Figure 1. Wires at chosen ports, followed through buffers.
Scale: 8 px per um.
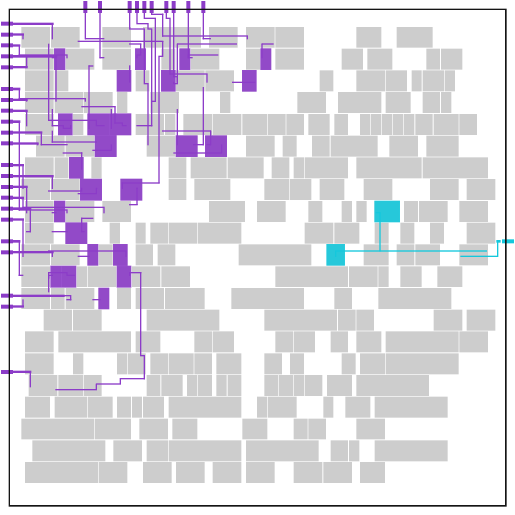
Figure 2. Clock wires, drivers and flops.
Scale: 4 px per um.
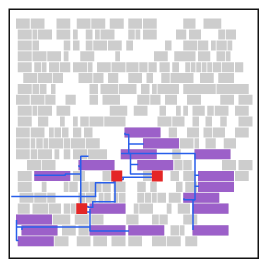
===== src/rtl/fifo_wr_arbiter_if.sv =====
// Write-side bundle between NUM_REQ producers, the round-robin arbiter and the FIFO write port.
interface fifo_wr_arbiter_if #(
  parameter int unsigned DATASIZE = 8,
  parameter int unsigned NUM_REQ  = 4,
  parameter int unsigned IDW      = 2
);
  logic [NUM_REQ-1:0]          i_req;
  logic [NUM_REQ*DATASIZE-1:0] i_req_data;
  logic [NUM_REQ-1:0]          o_gnt;
  logic                        i_full;
  logic                        o_wr_en;
  logic [DATASIZE-1:0]         o_wr_data;
  logic [IDW-1:0]              o_wr_src;
  logic [15:0]                 o_stall_cnt;

  modport master (
    output i_req, i_req_data, i_full,
    input  o_gnt, o_wr_en, o_wr_data, o_wr_src, o_stall_cnt
  );

  modport slave (
    input  i_req, i_req_data, i_full,
    output o_gnt, o_wr_en, o_wr_data, o_wr_src, o_stall_cnt
  );
endinterface


===== src/rtl/fifo_wr_arbiter.sv =====
// Round-robin arbiter for the async FIFO write port with zero-latency grant and full-stall counter.
// Optional burst lock (up to BURST_LEN beats per grant) is enabled by defining ARB_BURST_LOCK_EN.
module fifo_wr_arbiter #(
  parameter int unsigned DATASIZE  = 8,
  parameter int unsigned NUM_REQ   = 4,
  parameter int unsigned IDW       = 2,
  parameter int unsigned BURST_LEN = 4
) (
  input  logic              i_wr_clk,
  input  logic              i_wr_rst_n,
  fifo_wr_arbiter_if.slave  bus
);

  if (NUM_REQ < 2 || NUM_REQ > 8 || (1 << IDW) < NUM_REQ ||
      BURST_LEN < 1 || BURST_LEN > 16) begin : g_param_check
    $error("fifo_wr_arbiter: parameter out of range");
  end

  logic [IDW-1:0]      rr_ptr;
  logic [IDW-1:0]      rr_ptr_n;
  logic [IDW-1:0]      arb_idx;
  logic                arb_found;
  logic [IDW-1:0]      win_idx;
  logic                win_vld;
  logic                gnt_fire;
  logic [DATASIZE-1:0] wr_data;
  logic [15:0]         stall_cnt;

  function automatic logic [IDW-1:0] ptr_inc(input logic [IDW-1:0] p);
    return (p == IDW'(NUM_REQ - 1)) ? '0 : p + IDW'(1);
  endfunction

  always_comb begin : rr_scan
    logic [IDW-1:0] k;
    arb_found = 1'b0;
    arb_idx   = '0;
    k         = rr_ptr;
    for (int unsigned i = 0; i < NUM_REQ; i++) begin
      if (!arb_found && bus.i_req[k]) begin
        arb_found = 1'b1;
        arb_idx   = k;
      end
      k = ptr_inc(k);
    end
  end

`ifdef ARB_BURST_LOCK_EN
  typedef enum logic {ARB, LOCK} state_t;

  state_t         state;
  state_t         state_n;
  logic [3:0]     beat_cnt;
  logic [3:0]     beat_cnt_n;
  logic [IDW-1:0] lock_idx;
  logic [IDW-1:0] lock_idx_n;
  logic           lock_hold;

  // rr_ptr already sits at locked+1 during a lock, so a dropped lock re-arbitrates in the same cycle.
  assign lock_hold = (state == LOCK) && bus.i_req[lock_idx];
  assign win_idx   = lock_hold ? lock_idx : arb_idx;
  assign win_vld   = lock_hold | arb_found;

  always_ff @(posedge i_wr_clk or negedge i_wr_rst_n) begin
    if (!i_wr_rst_n) begin
      state    <= ARB;
      rr_ptr   <= '0;
      beat_cnt <= '0;
      lock_idx <= '0;
    end else begin
      state    <= state_n;
      rr_ptr   <= rr_ptr_n;
      beat_cnt <= beat_cnt_n;
      lock_idx <= lock_idx_n;
    end
  end

  always_comb begin
    state_n    = state;
    rr_ptr_n   = rr_ptr;
    beat_cnt_n = beat_cnt;
    lock_idx_n = lock_idx;
    if (gnt_fire) begin
      rr_ptr_n = ptr_inc(win_idx);
      if (lock_hold) begin
        if (({1'b0, beat_cnt} + 5'd1) >= 5'(BURST_LEN)) begin
          state_n    = ARB;
          beat_cnt_n = '0;
        end else begin
          beat_cnt_n = beat_cnt + 4'd1;
        end
      end else if (BURST_LEN > 1) begin
        state_n    = LOCK;
        lock_idx_n = win_idx;
        beat_cnt_n = 4'd1;
      end else begin
        state_n    = ARB;
        beat_cnt_n = '0;
      end
    end else if (!bus.i_full && state == LOCK && !lock_hold) begin
      state_n    = ARB;
      beat_cnt_n = '0;
    end
  end
`else
  assign win_idx = arb_idx;
  assign win_vld = arb_found;

  always_ff @(posedge i_wr_clk or negedge i_wr_rst_n) begin
    if (!i_wr_rst_n) begin
      rr_ptr <= '0;
    end else begin
      rr_ptr <= rr_ptr_n;
    end
  end

  always_comb begin
    rr_ptr_n = rr_ptr;
    if (gnt_fire) begin
      rr_ptr_n = ptr_inc(win_idx);
    end
  end
`endif

  always_comb begin
    wr_data = '0;
    for (int unsigned k = 0; k < NUM_REQ; k++) begin
      if (win_idx == IDW'(k)) begin
        wr_data = bus.i_req_data[k*DATASIZE +: DATASIZE];
      end
    end
  end

  always_ff @(posedge i_wr_clk or negedge i_wr_rst_n) begin
    if (!i_wr_rst_n) begin
      stall_cnt <= '0;
    end else if (|bus.i_req && bus.i_full && stall_cnt != '1) begin
      stall_cnt <= stall_cnt + 16'd1;
    end
  end

  // Reset gates the grant directly so nothing is accepted while i_wr_rst_n is low.
  assign gnt_fire        = win_vld & ~bus.i_full & i_wr_rst_n;
  assign bus.o_gnt       = gnt_fire ? (NUM_REQ'(1) << win_idx) : '0;
  assign bus.o_wr_en     = gnt_fire;
  assign bus.o_wr_data   = wr_data;
  assign bus.o_wr_src    = win_idx;
  assign bus.o_stall_cnt = stall_cnt;

endmodule

===== src/flat_wrapper.sv =====
// flat-port wrapper written by rule: the top's interface ports become plain ports
module fifo_wr_arbiter_flat 
#(
  parameter int unsigned DATASIZE  = 8,
  parameter int unsigned NUM_REQ   = 4,
  parameter int unsigned IDW       = 2,
  parameter int unsigned BURST_LEN = 4
)
  (i_wr_clk, i_wr_rst_n, bus_i_req, bus_i_req_data, bus_i_full, bus_o_gnt, bus_o_wr_en, bus_o_wr_data, bus_o_wr_src, bus_o_stall_cnt);
  fifo_wr_arbiter_if #(.DATASIZE(DATASIZE), .NUM_REQ(NUM_REQ), .IDW(IDW)) bus_i ();
  input  logic i_wr_clk;
  input  logic i_wr_rst_n;
  input wire logic [$bits(bus_i.i_req)-1:0] bus_i_req;
  input wire logic [$bits(bus_i.i_req_data)-1:0] bus_i_req_data;
  input wire logic [$bits(bus_i.i_full)-1:0] bus_i_full;
  output wire logic [$bits(bus_i.o_gnt)-1:0] bus_o_gnt;
  output wire logic [$bits(bus_i.o_wr_en)-1:0] bus_o_wr_en;
  output wire logic [$bits(bus_i.o_wr_data)-1:0] bus_o_wr_data;
  output wire logic [$bits(bus_i.o_wr_src)-1:0] bus_o_wr_src;
  output wire logic [$bits(bus_i.o_stall_cnt)-1:0] bus_o_stall_cnt;
  assign bus_i.i_req = bus_i_req;
  assign bus_i.i_req_data = bus_i_req_data;
  assign bus_i.i_full = bus_i_full;
  assign bus_o_gnt = bus_i.o_gnt;
  assign bus_o_wr_en = bus_i.o_wr_en;
  assign bus_o_wr_data = bus_i.o_wr_data;
  assign bus_o_wr_src = bus_i.o_wr_src;
  assign bus_o_stall_cnt = bus_i.o_stall_cnt;
  fifo_wr_arbiter #(.DATASIZE(DATASIZE), .NUM_REQ(NUM_REQ), .IDW(IDW), .BURST_LEN(BURST_LEN)) u_core (.i_wr_clk(i_wr_clk), .i_wr_rst_n(i_wr_rst_n), .bus(bus_i));
endmodule

===== config.mk =====
export PLATFORM = sky130hd
export DESIGN_NAME = fifo_wr_arbiter_flat
export DESIGN_NICKNAME = d
export VERILOG_FILES = /design/src/rtl/fifo_wr_arbiter_if.sv /design/src/rtl/fifo_wr_arbiter.sv /design/src/flat_wrapper.sv
export SDC_FILE = /design/constraint.sdc
export NUM_CORES = 1
export LEC_CHECK = 0
export CORE_UTILIZATION = 46
export DETAILED_ROUTE_END_ITERATION = 7
export GPL_ROUTABILITY_DRIVEN = 0
export PLACE_DENSITY_LB_ADDON = 0.2
export REMOVE_ABC_BUFFERS = 1
export SETUP_SLACK_MARGIN = 0.2
export SLEW_MARGIN = 10
export SYNTH_ARGS = -nofsm -noshare
export SYNTH_HDL_FRONTEND = slang
export SYNTH_SLANG_ARGS = --single-unit

===== constraint.sdc =====
create_clock -name i_wr_clk -period 7.9 [get_ports i_wr_clk]
set_input_delay 1.58 -clock i_wr_clk [delete_from_list [all_inputs] [get_ports i_wr_clk]]
set_output_delay 1.58 -clock i_wr_clk [all_outputs]
set_load 0.005 [all_outputs]

==> Slide: Implementation Results <==
Physical Implementation Snapshot

Floorplanning
  • Die height: a little over 60 um
  • Num ports: roughly 70
  • Row cnt: 21
  • Die area: ~0.0038 mm^2
  • Core Region: approximately 0.0034 mm^2
  • Floorplan core density: 0.487
  • N_taps: between 40 and 50
  • Die Width: ~62 um

Cells and area
  • Final Util: 0.693
  • Combinational gate count: 159
  • Max-area cell class: multi-input combinational cells
  • Layout cell share with drive strength beyond 1: 0.0591
  • Reg area: around 450 um^2
  • Logic inverters: 3
  • Comb/total area: 0.466
  • Non-clock buffer share: 0.297
  • Design area: about 0.0023 mm^2
  • FILL cells: 269
  • Sequential share of cell area: 0.192
  • Final cell count without fillers: approximately 300
  • Number of diodes: 0
  • Flop Count: 18
  • Non-clock buffers: about 70
  • Clock buffers: 4
  • Clk tree area frac: 0.0154
  • Final nets: 300
  • Comb gate area: ~0.0011 mm^2
  • Layout area overhead: 42.4%

Route
  • DR vias: 1648
  • Met3 routed WL: approximately 280 um
  • Routed WL: roughly 3900 um
  • TritonRoute pass-1 iters: 4
  • M1 WL: approximately 1900 um
  • DRC: 0
  • Post-route ant nets: 0
  • DR vias/cell: 5.49
  • Max layer used: met4
  • First DRT Iteration DRCs: 163
  • Drt wl/cell: around 13 um
  • Routed met2 length: ~1700 um

Power
  • Clk pwr share: 0.055
  • Sequential share of power: 0.175
  • Biggest consumer: combinational logic
  • Sequential power: 0.000174 W
  • NetSw: between 0.0004 and 0.0005 W
  • Switching Fraction: 0.439
  • Comb pwr share: 0.770
  • Pleak: between 0.8 and 0.9 nW
  • Max VDD drop: between 0.2 and 0.3 mV
  • Total power: roughly 0.001 W
  • Clock group: approximately 0.000055 W
  • Comb group: approximately 0.00077 W
  • P per Cell Area: 425 mW/mm^2
  • P_int: approximately 0.00056 W

Clock network
  • CTS tree: done
  • Clk slew on worst S/H paths: roughly 90 ps
  • Resized cells post-CTS: 0
  • Clock Path Buffers: 2
  • # hold bufs at CTS: 0
  • CTS sink cnt: 18
  • CTS H-Tree Depth: 1
  • Root Buffer: clkbuf_4
  • Clk Latency, worst-skew pair: ~290 ps
  • CTS Buf Count: 3
  • Setup bufs post-CTS: 0

Logic synthesis
  • Top cells by area: dfrtp_1 27%, xnor2_1 5.3%, ha_1 4.5%, a22oi_1 4.1%, nand2_1 4.1%
  • Top cells by count: 18 x dfrtp_1, 18 x nand2_1, 16 x nor2_1
  • Simple share: 0.250
  • Chip Area, Yosys: about 0.0017 mm^2
  • Ys cells: between 150 and 200
  • Post-synth ARST share: 1.00
  • Syn avg cell area: 8.46 um^2
  • Mapped Cells: 195
  • Post-synth EDFFs: 0
  • Xor/xnor share: 0.0796
  • Mapped cell area: between 0.0015 and 0.002 mm^2
  • Area leader, netlist: dfrtp_1
  • Ys Warns: 0
  • Synth mux share: 0.0561
  • Top non-seq family: simple AND/OR/NAND/NOR gates
  • Yosys cell types: about 53
  • Seq share, synth: 0.273
  • Synth top area share: 0.273
  • Post-Synth Adder-Cell Area: 0.0455
  • Area fraction in compound gates: 0.233
  • Dominant register cell: dfrtp_1
  • Synthesized flop and latch total: 18

Setup path
  • CP Data Required Time: about 6300 ps
  • Element type at the critical path start: primary input
  • CP max stage cell: clkdlybuf4s50_1
  • CP Class: primary input to output port
  • Worst path bufs/invs: 2
  • Critical Path Max Stage Delay: between 600 and 700 ps
  • Crit-path cells: clkdlybuf4s50_1 -> nor2_1 -> a221o_1 -> a221oi_2 -> or3_1 -> o311ai_1 -> ha_1 -> nor2b_1 -> a22oi_1 -> nor2_1 -> a21oi_1 -> o21ai_0 -> clkdlybuf4s50_1
  • Top delay family on crit path: AND-OR/OR-AND gates
  • Worst endpoint data arrival time: between 5000 and 6000 ps
  • Crit Path Max Fanout: 10
  • Setup crit end kind: output port

Placed design
  • Hpwl dp: 2960 um
  • I/O Buffers: ~69
  • Place WS: about 1000 ps
  • Placement-stage cell area: about 0.0023 mm^2
  • Placed insts: between 200 and 300

Timing
  • Unrepaired setup endpoints after global routing: false
  • Tmin final: between 6000 and 7000 ps
  • Fin. max-slew vios: 0
  • Skew final: 4.71 ps
  • Post-Route Setup TNS: 0 ps
  • Final setup fails: 0
  • Worst slew pin tran: 889 ps
  • Final Hold Fails: 0
  • Fmax: about 0.15 GHz
  • Max-slew headroom: 0.407
  • Crit share post-route: 0.870
  • Setup WS post-layout: 1030 ps
  • Hold Slack: between 500 and 600 ps

Global routing
  • Largest net degree at the start of global routing: 30
  • First-pass GRT wire length: between 5000 and 6000 um
  • Antenna violations before repair: 0
  • Grt ovf: 0
  • Vias in the first global route: 1367
  • Total GRT Usage: 0.203

Flow run
  • Tool warnings: 28
  • Max-Cap Viols: 0

Run status
  • Status: finished, final reports clean

Worst hold path
  • Hold Crit Class: flip-flop to flip-flop
## Picture notes: Figure 1
- purple: bus_i_req_data (bits 32; direction input; edge 22 left, 10 top; end cells 24; buffers 32; wire 458 um)
- cyan: bus_i_full (bits 1; direction input; edge right; end cells 2; buffers 1; wire 31.5 um)

## Picture notes: Figure 2
- red: cells driving clock nets (count 3)
- purple: flip-flops (count 18)
- blue: clock wires (length 195 um)
- routed clock nets: 4

## placed cells by master, fill, tap and decap left out, types with 2 or more instances in the layout
cell	Yosys	routed
a21oi_1	13	13
a22oi_1	9	9
and2_1	7	7
clkbuf_4	0	3
clkdlybuf4s50_1	0	69
dfrtp_1	18	18
ha_1	6	6
inv_1	3	3
mux2_2	2	2
mux4_2	2	2
nand2_1	18	18
nand3_1	5	5
nand4_1	7	7
nor2_1	16	16
nor2b_1	5	5
nor3_1	4	4
nor3b_1	2	2
nor4bb_1	2	2
o211ai_1	2	2
o21ai_0	12	12
o22a_1	2	2
or3_1	3	3
xnor2_1	10	10
xor2_1	5	5
## kinds of logic after synthesis
logic type	count (synthesis)
simple gates	78
buf+inv	18
mux	6
xor+xnor	15
flops	18
compound gates	54
fa+ha+maj	6
## metal layers
metal | global-route usage | vias up
li1 | - | 842
met5 | 0 | -
met2 | 0.293 | 59
met1 | 0.303 | 743
met4 | 0.0349 | 0
met3 | 0.0621 | 4
## path summary, 6_finish.rpt
check                                             endpoint  cells past startpoint  slack (ps)                       start
worst min register to register  u_core.bus.o_stall_cnt[15]                      1         500  u_core.bus.o_stall_cnt[15]
worst min-delay path            u_core.bus.o_stall_cnt[15]                      1         500  u_core.bus.o_stall_cnt[15]
max in group asynchronous        u_core.bus.o_stall_cnt[9]                      2        6100                  i_wr_rst_n
min in group asynchronous        u_core.bus.o_stall_cnt[3]                      2        1600                  i_wr_rst_n
worst max register to register            u_core.rr_ptr[1]                      8        4270            u_core.rr_ptr[0]
worst max-delay path                      bus_o_wr_data[7]                     13        1030                bus_i_req[0]
## sequential cells by signal, summed over array words and instances (netlist names)
register,count
u_core.rr_ptr,2
u_core.bus.o_stall_cnt,16
Power is estimated from default activity; no workload was simulated.
